<file path="config.mk">
export PLATFORM = sky130hd
export DESIGN_NAME = blake_finalize
export DESIGN_NICKNAME = d
export VERILOG_FILES = /design/src/rtl/blake_pkg.sv /design/src/rtl/blake_out_hold.sv /design/src/rtl/blake_finalize.sv
export SDC_FILE = /design/constraint.sdc
export NUM_CORES = 2
export LEC_CHECK = 0
export CORE_AREA = 2 2 631 633
export DETAILED_ROUTE_END_ITERATION = 8
export DIE_AREA = 0 0 633 635
export PLACE_DENSITY = 0.33
export SYNTH_ARGS = -nofsm -noshare
export SYNTH_HDL_FRONTEND = slang
export SYNTH_SLANG_ARGS = --single-unit
</file>
<file path="constraint.sdc">
create_clock -name clk -period 1.7 [get_ports clk]
set_input_delay 0.34 -clock clk [delete_from_list [all_inputs] [get_ports clk]]
set_output_delay 0.34 -clock clk [all_outputs]
set_load 0.05 [all_outputs]
</file>
<file path="src/rtl/blake_pkg.sv">
// Shared BLAKE-512 constants and word-slice helpers used by the round core
// and the finalisation stage.
package blake_pkg;

    localparam logic [63:0] IV0 = 64'h6A09E667F3BCC908;
    localparam logic [63:0] IV1 = 64'hBB67AE8584CAA73B;
    localparam logic [63:0] IV2 = 64'h3C6EF372FE94F82B;
    localparam logic [63:0] IV3 = 64'hA54FF53A5F1D36F1;
    localparam logic [63:0] IV4 = 64'h510E527FADE682D1;
    localparam logic [63:0] IV5 = 64'h9B05688C2B3E6C1F;
    localparam logic [63:0] IV6 = 64'h1F83D9ABFB41BD6B;
    localparam logic [63:0] IV7 = 64'h5BE0CD19137E2179;

    localparam logic [511:0] IV = {IV0, IV1, IV2, IV3, IV4, IV5, IV6, IV7};

    localparam logic [63:0] CB0  = 64'h243F6A8885A308D3;
    localparam logic [63:0] CB1  = 64'h13198A2E03707344;
    localparam logic [63:0] CB2  = 64'hA4093822299F31D0;
    localparam logic [63:0] CB3  = 64'h082EFA98EC4E6C89;
    localparam logic [63:0] CB4  = 64'h452821E638D01377;
    localparam logic [63:0] CB5  = 64'hBE5466CF34E90C6C;
    localparam logic [63:0] CB6  = 64'hC0AC29B7C97C50DD;
    localparam logic [63:0] CB7  = 64'h3F84D5B5B5470917;
    localparam logic [63:0] CB8  = 64'h9216D5D98979FB1B;
    localparam logic [63:0] CB9  = 64'hD1310BA698DFB5AC;
    localparam logic [63:0] CB10 = 64'h2FFD72DBD01ADFB7;
    localparam logic [63:0] CB11 = 64'hB8E1AFED6A267E96;
    localparam logic [63:0] CB12 = 64'hBA7C9045F12C7F99;
    localparam logic [63:0] CB13 = 64'h24A19947B3916CF7;
    localparam logic [63:0] CB14 = 64'h0801F2E2858EFC16;
    localparam logic [63:0] CB15 = 64'h636920D871574E69;

    // Single 640-bit block: counter low word is 640, high word zero, salt zero.
    localparam logic [63:0] T0 = 64'd640;
    localparam logic [63:0] T1 = 64'd0;

    localparam logic [1023:0] V_INIT = {IV, CB0, CB1, CB2, CB3,
                                        CB4 ^ T0, CB5 ^ T0, CB6 ^ T1, CB7 ^ T1};

    // Word 0 sits in the most significant slice, so the LSB is (N-1-idx)*64.
    function automatic logic [9:0] v_lsb(input logic [3:0] idx);
        return {~idx, 6'b0};
    endfunction

    function automatic logic [8:0] h_lsb(input logic [2:0] idx);
        return {~idx, 6'b0};
    endfunction

    function automatic logic [63:0] v_word(input logic [1023:0] v, input logic [3:0] idx);
        return v[v_lsb(idx) +: 64];
    endfunction

endpackage

</file>
<file path="src/rtl/blake_out_hold.sv">
// Single-entry valid/ready hold register; a new item is dropped (and the
// sticky overrun raised) when the register is full and not being drained.
module blake_out_hold
    import blake_pkg::*;
#(
    parameter int W = 8
) (
    input  logic         clk,
    input  logic         rstb,
    input  logic         load_valid,
    input  logic [W-1:0] load_data,
    input  logic         ready,
    output logic [W-1:0] data,
    output logic         valid,
    output logic         overrun,
    output logic         accept
);

    logic drop;

    assign accept = load_valid && (!valid || ready);
    assign drop   = load_valid && valid && !ready;

    // A load wins over a drain, so a simultaneous drain+load keeps valid high.
    always_ff @(posedge clk) begin
        if (rstb) begin
            data    <= '0;
            valid   <= 1'b0;
            overrun <= 1'b0;
        end else begin
            if (accept) begin
                data  <= load_data;
                valid <= 1'b1;
            end else if (valid && ready) begin
                valid <= 1'b0;
            end
            if (drop) begin
                overrun <= 1'b1;
            end
        end
    end

endmodule

</file>
<file path="src/rtl/blake_finalize.sv">
// BLAKE-512 finalisation: folds the 1024-bit working state into the chain
// value, compares it against a target and presents it behind valid/ready.
module blake_finalize
    import blake_pkg::*;
#(
    parameter int CMP_W = 64,
    parameter int CNT_W = 16
) (
    input  logic              clk,
    input  logic              rstb,
    input  logic              count_done,
    input  logic [1023:0]     v_in,
    input  logic [CMP_W-1:0]  target,
    input  logic              hash_ready,
    output logic [511:0]      hash_out,
    output logic              hash_valid,
    output logic              hit,
    output logic              overrun,
    output logic [CNT_W-1:0]  result_cnt
);

    logic [511:0] fold;
    logic [511:0] fold_q;
    logic         s1_valid;
    logic [511:0] cand;
    logic         cand_hit;
    logic [511:0] cand_q;
    logic         cand_hit_q;
    logic         s2_valid;
    logic [512:0] held;
    logic         accept;

    always_comb begin
        fold = '0;
        for (int i = 0; i < 8; i++) begin
            fold[h_lsb(3'(i)) +: 64] = v_word(v_in, 4'(i)) ^ v_word(v_in, 4'(i + 8));
        end
    end

    // The chain input is IV because this is the first and only block.
    assign cand     = IV ^ fold_q;
    assign cand_hit = (cand[CMP_W-1:0] <= target);

    always_ff @(posedge clk) begin
        if (rstb) begin
            s1_valid   <= 1'b0;
            fold_q     <= '0;
            s2_valid   <= 1'b0;
            cand_q     <= '0;
            cand_hit_q <= 1'b0;
        end else begin
            s1_valid <= count_done;
            if (count_done) begin
                fold_q <= fold;
            end
            s2_valid <= s1_valid;
            if (s1_valid) begin
                cand_q     <= cand;
                cand_hit_q <= cand_hit;
            end
        end
    end

    blake_out_hold #(
        .W (513)
    ) u_hold (
        .clk        (clk),
        .rstb       (rstb),
        .load_valid (s2_valid),
        .load_data  ({cand_hit_q, cand_q}),
        .ready      (hash_ready),
        .data       (held),
        .valid      (hash_valid),
        .overrun    (overrun),
        .accept     (accept)
    );

    assign hit      = held[512];
    assign hash_out = held[511:0];

    always_ff @(posedge clk) begin
        if (rstb) begin
            result_cnt <= '0;
        end else if (accept) begin
            result_cnt <= result_cnt + 1'b1;
        end
    end

endmodule

</file>
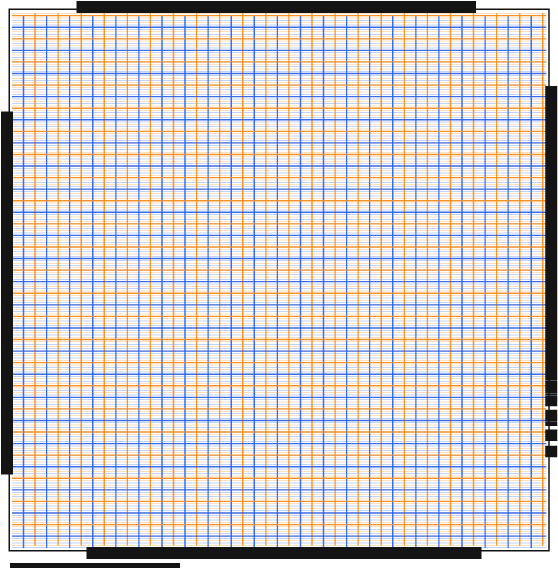
(images/floorplan.png)
The bar under the picture is 200 um long. Pins as bars on the die edge.
Key: VDD = orange; VSS = blue
The core has 231 rows. 232 met1 rails follow the rows. 46 straps on met5. 46 straps on met4.

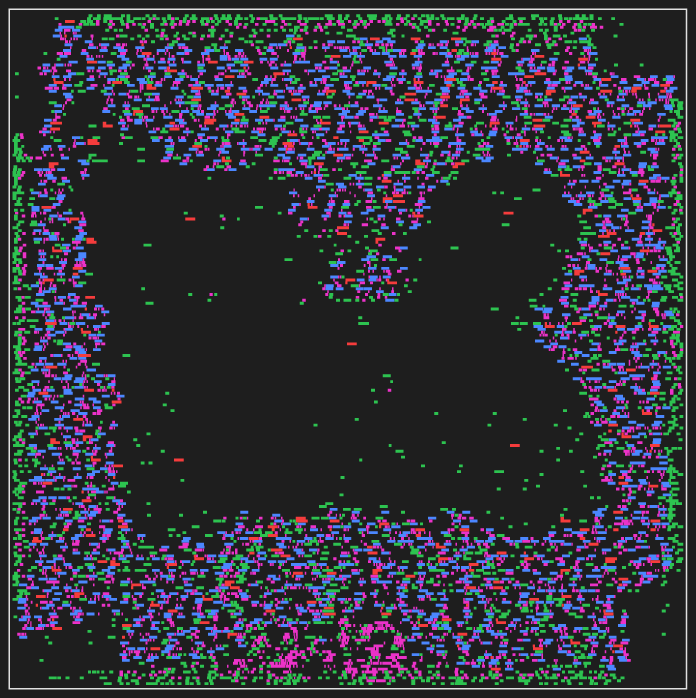
(images/class_map.png)
Key: registers = blue [cells 1558, share of their area 36%]; remaining buffers and delay cells = green [cells 2219, share of their area 29%]; remaining logic cells = magenta [cells 4480, share of their area 28%]; clock drivers and dummy loads = red [cells 351, share of their area 7.1%]

==> flow_summary.yaml <==
# yosys + openroad results
drt:
  met1Wirelength_um: 133000
  wl_per_cell_um: 23.9
  detailroute.via_count: 53200
  wl_met3_um: 27200
  postRouteAntennaNets: 0
  detailroute.wirelength.met2_um: 162000
  drt_wl_total_um: 333000
  drc_errors: 0
  starting_drc_count_in_detailed_routing: 2822
  topRoutingLayerUsed: "met5"
critical_path:
  category_of_cells_accounting_for_the_largest_share_of_critical_path_delay: "AND-OR/OR-AND gates"
  critical_path.endpoint: "cand_hit_q$_SDFFE_PP0P_"
  crit_path_start: "fold_q[36]$_SDFFE_PP0P_"
  critical_path_peak_fanout: 3
  cp_slowest_stage_delay_ns: 0.34
  r2r_end: "cand_hit_q$_SDFFE_PP0P_"
  rr_startpoint: "fold_q[36]$_SDFFE_PP0P_"
  critical_path_cell_count: 10
  critical_path.cell_chain: "inv_2, ha_4, nand4_4, buf_4, or2_0, o221ai_2, buf_4, a211oi_1, a31oi_1, o22ai_1"
  cp.buffers_inverters: 3
  timing.critical_path.required_ns: 2.42
  cp_slowest_cell: "sky130_fd_sc_hd__dfxtp_2"
  worstSetupPathType: "reg -> reg"
  crit_path_end_kind: "register"
  cp_data_arrival_time_ns: 2.72
  timing.reg2reg.setup_slack_ns: -0.30
timing:
  hold_viol_final: 0
  fmaxAchievable_ghz: 0.500
  fin_worst_skew_ns: 0.106
  setup_slack_after_layout_ns: -0.300
  timing_max_transition_violations_final: 0
  setup_viol: 197
  timing.final.crit_share_pct: 118
  finalCriticalPeriod_ns: 2.00
  unrepaired_setup_endpoints_after_global_routing: "true"
  timing.hold.ws_ns: 0.124
  max_slew_margin_pct: 63.9
  tns_ns: -6.58
synth:
  avg_synthesized_cell_area_um2: 8.95
  synth_top_cell_by_area: "sky130_fd_sc_hd__dfxtp_1"
  post_synth_inst_count: 6527
  post_synth_instance_area_um2: 58400
  postSynthRegisterBits: 1558
  synth.top_cells.by_count: "sky130_fd_sc_hd__dfxtp_1, sky130_fd_sc_hd__nor2_1, sky130_fd_sc_hd__nand2_1"
  synth.net_count: 7684
  synth.yosys.seq_area_share_pct: 53.4
  cell_total_in_the_yosys_stat_output: 6527
  edf_count: 0
  yosys_warnings: 0
job:
  maxCapViolCount: 0
  stage_log_warnings: 30
power:
  p_total_w: 0.0938
  power_leader: "clock"
  total_switching_power_w: 0.0246
  pg_seq_w: 0.0393
  comb_cell_power_w: 0.0122
  leakage_power_of_the_design_nw: 35.0
  internal_power_w: 0.0692
  clock_power_share_pct: 45.0
  clockNetworkPower_w: 0.0422
  worst_ir_drop_vdd_mv: 0.743
cells_and_area:
  layout_top_cell_excl_fill_tap: "sky130_fd_sc_hd__nor2_1"
  ff_latch_area_um2: 32100
  fin_util_pct: 24.5
  final_cell_area_um2: 96600
  finish.net_count: 9610
  filler_cell_count: 42700
  layout.cells.non_filler: 13900
  layout-area-overhead-vs-synth_pct: 65.3
  layout.area.comb_um2: 25100
  most_frequent_cells_in_the_layout: "sky130_fd_sc_hd__nor2_1, sky130_fd_sc_hd__clkdlybuf4s50_1, sky130_fd_sc_hd__nand2_1"
place:
  gpl.final_weighted_congestion: 1.00
  place_inst: 13300
  place.port_buffers: 1622
  area_of_placed_instances_um2: 83600
  placement.setup.worst_slack_ns: -0.912
clock_network:
  cts_hold_buffers: 17
  tritoncts.num_buffers: 194
  clkTransAtPathRegs_ns: 0.06
  tritoncts: "built"
  numClockSinks: 1558
  clock_latency_ns: 0.91
min_path:
  min-delay-path-class: "in -> reg"
  min_to: "fold_q[291]$_SDFFE_PP0P_"
  min_path_cells: 3
  hp-start: "v_in[803]"
global_route:
  grt_start_max_net_pins: 88
  global_route.usage.met3_pct: 4.79
  first_global_vias: 52200
  grt.total_usage_pct: 15.9
  gr-max-usage-layer: "met2"
  grt_pass1_wl_um: 446000
  grt_use_met1_pct: 18.6
  grt_util_met2_pct: 27.9
  globalRouteOverflowTotal: 0
floorplan:
  floorplanUtilization_pct: 14.8
  rows: 231
  chip_area_um2: 402000
  die_x_um: 633
  core_region_area_um2: 395000
outcome:
  run_status: "finished with violations"
  violated_checks: "negative setup slack"
-- cell type report --
type | count | area share [%]
diodes | 43 | 0.111
clock buffers | 290 | 5.82
clock inverters | 61 | 0.840
inverters | 99 | 0.390
multi-input cells | 4381 | 26.0
flip-flops and latches | 1558 | 33.3
well taps | 5242 | 6.79
repair buffers | 2219 | 26.8
-- logic make-up after synthesis --
kind of cell             after synthesis  share of synthesized area [%]
multiplexers                         236                           4.04
AND-OR/OR-AND                       1360                           14.9
flip-flops                          1558                           53.4
adder cells (fa/ha/maj)               65                           1.39
buffers and inverters                588                           4.00
XOR/XNOR                             526                           7.89
AND/OR/NAND/NOR                     2194                           14.4
Power is estimated from default activity; no workload was simulated.
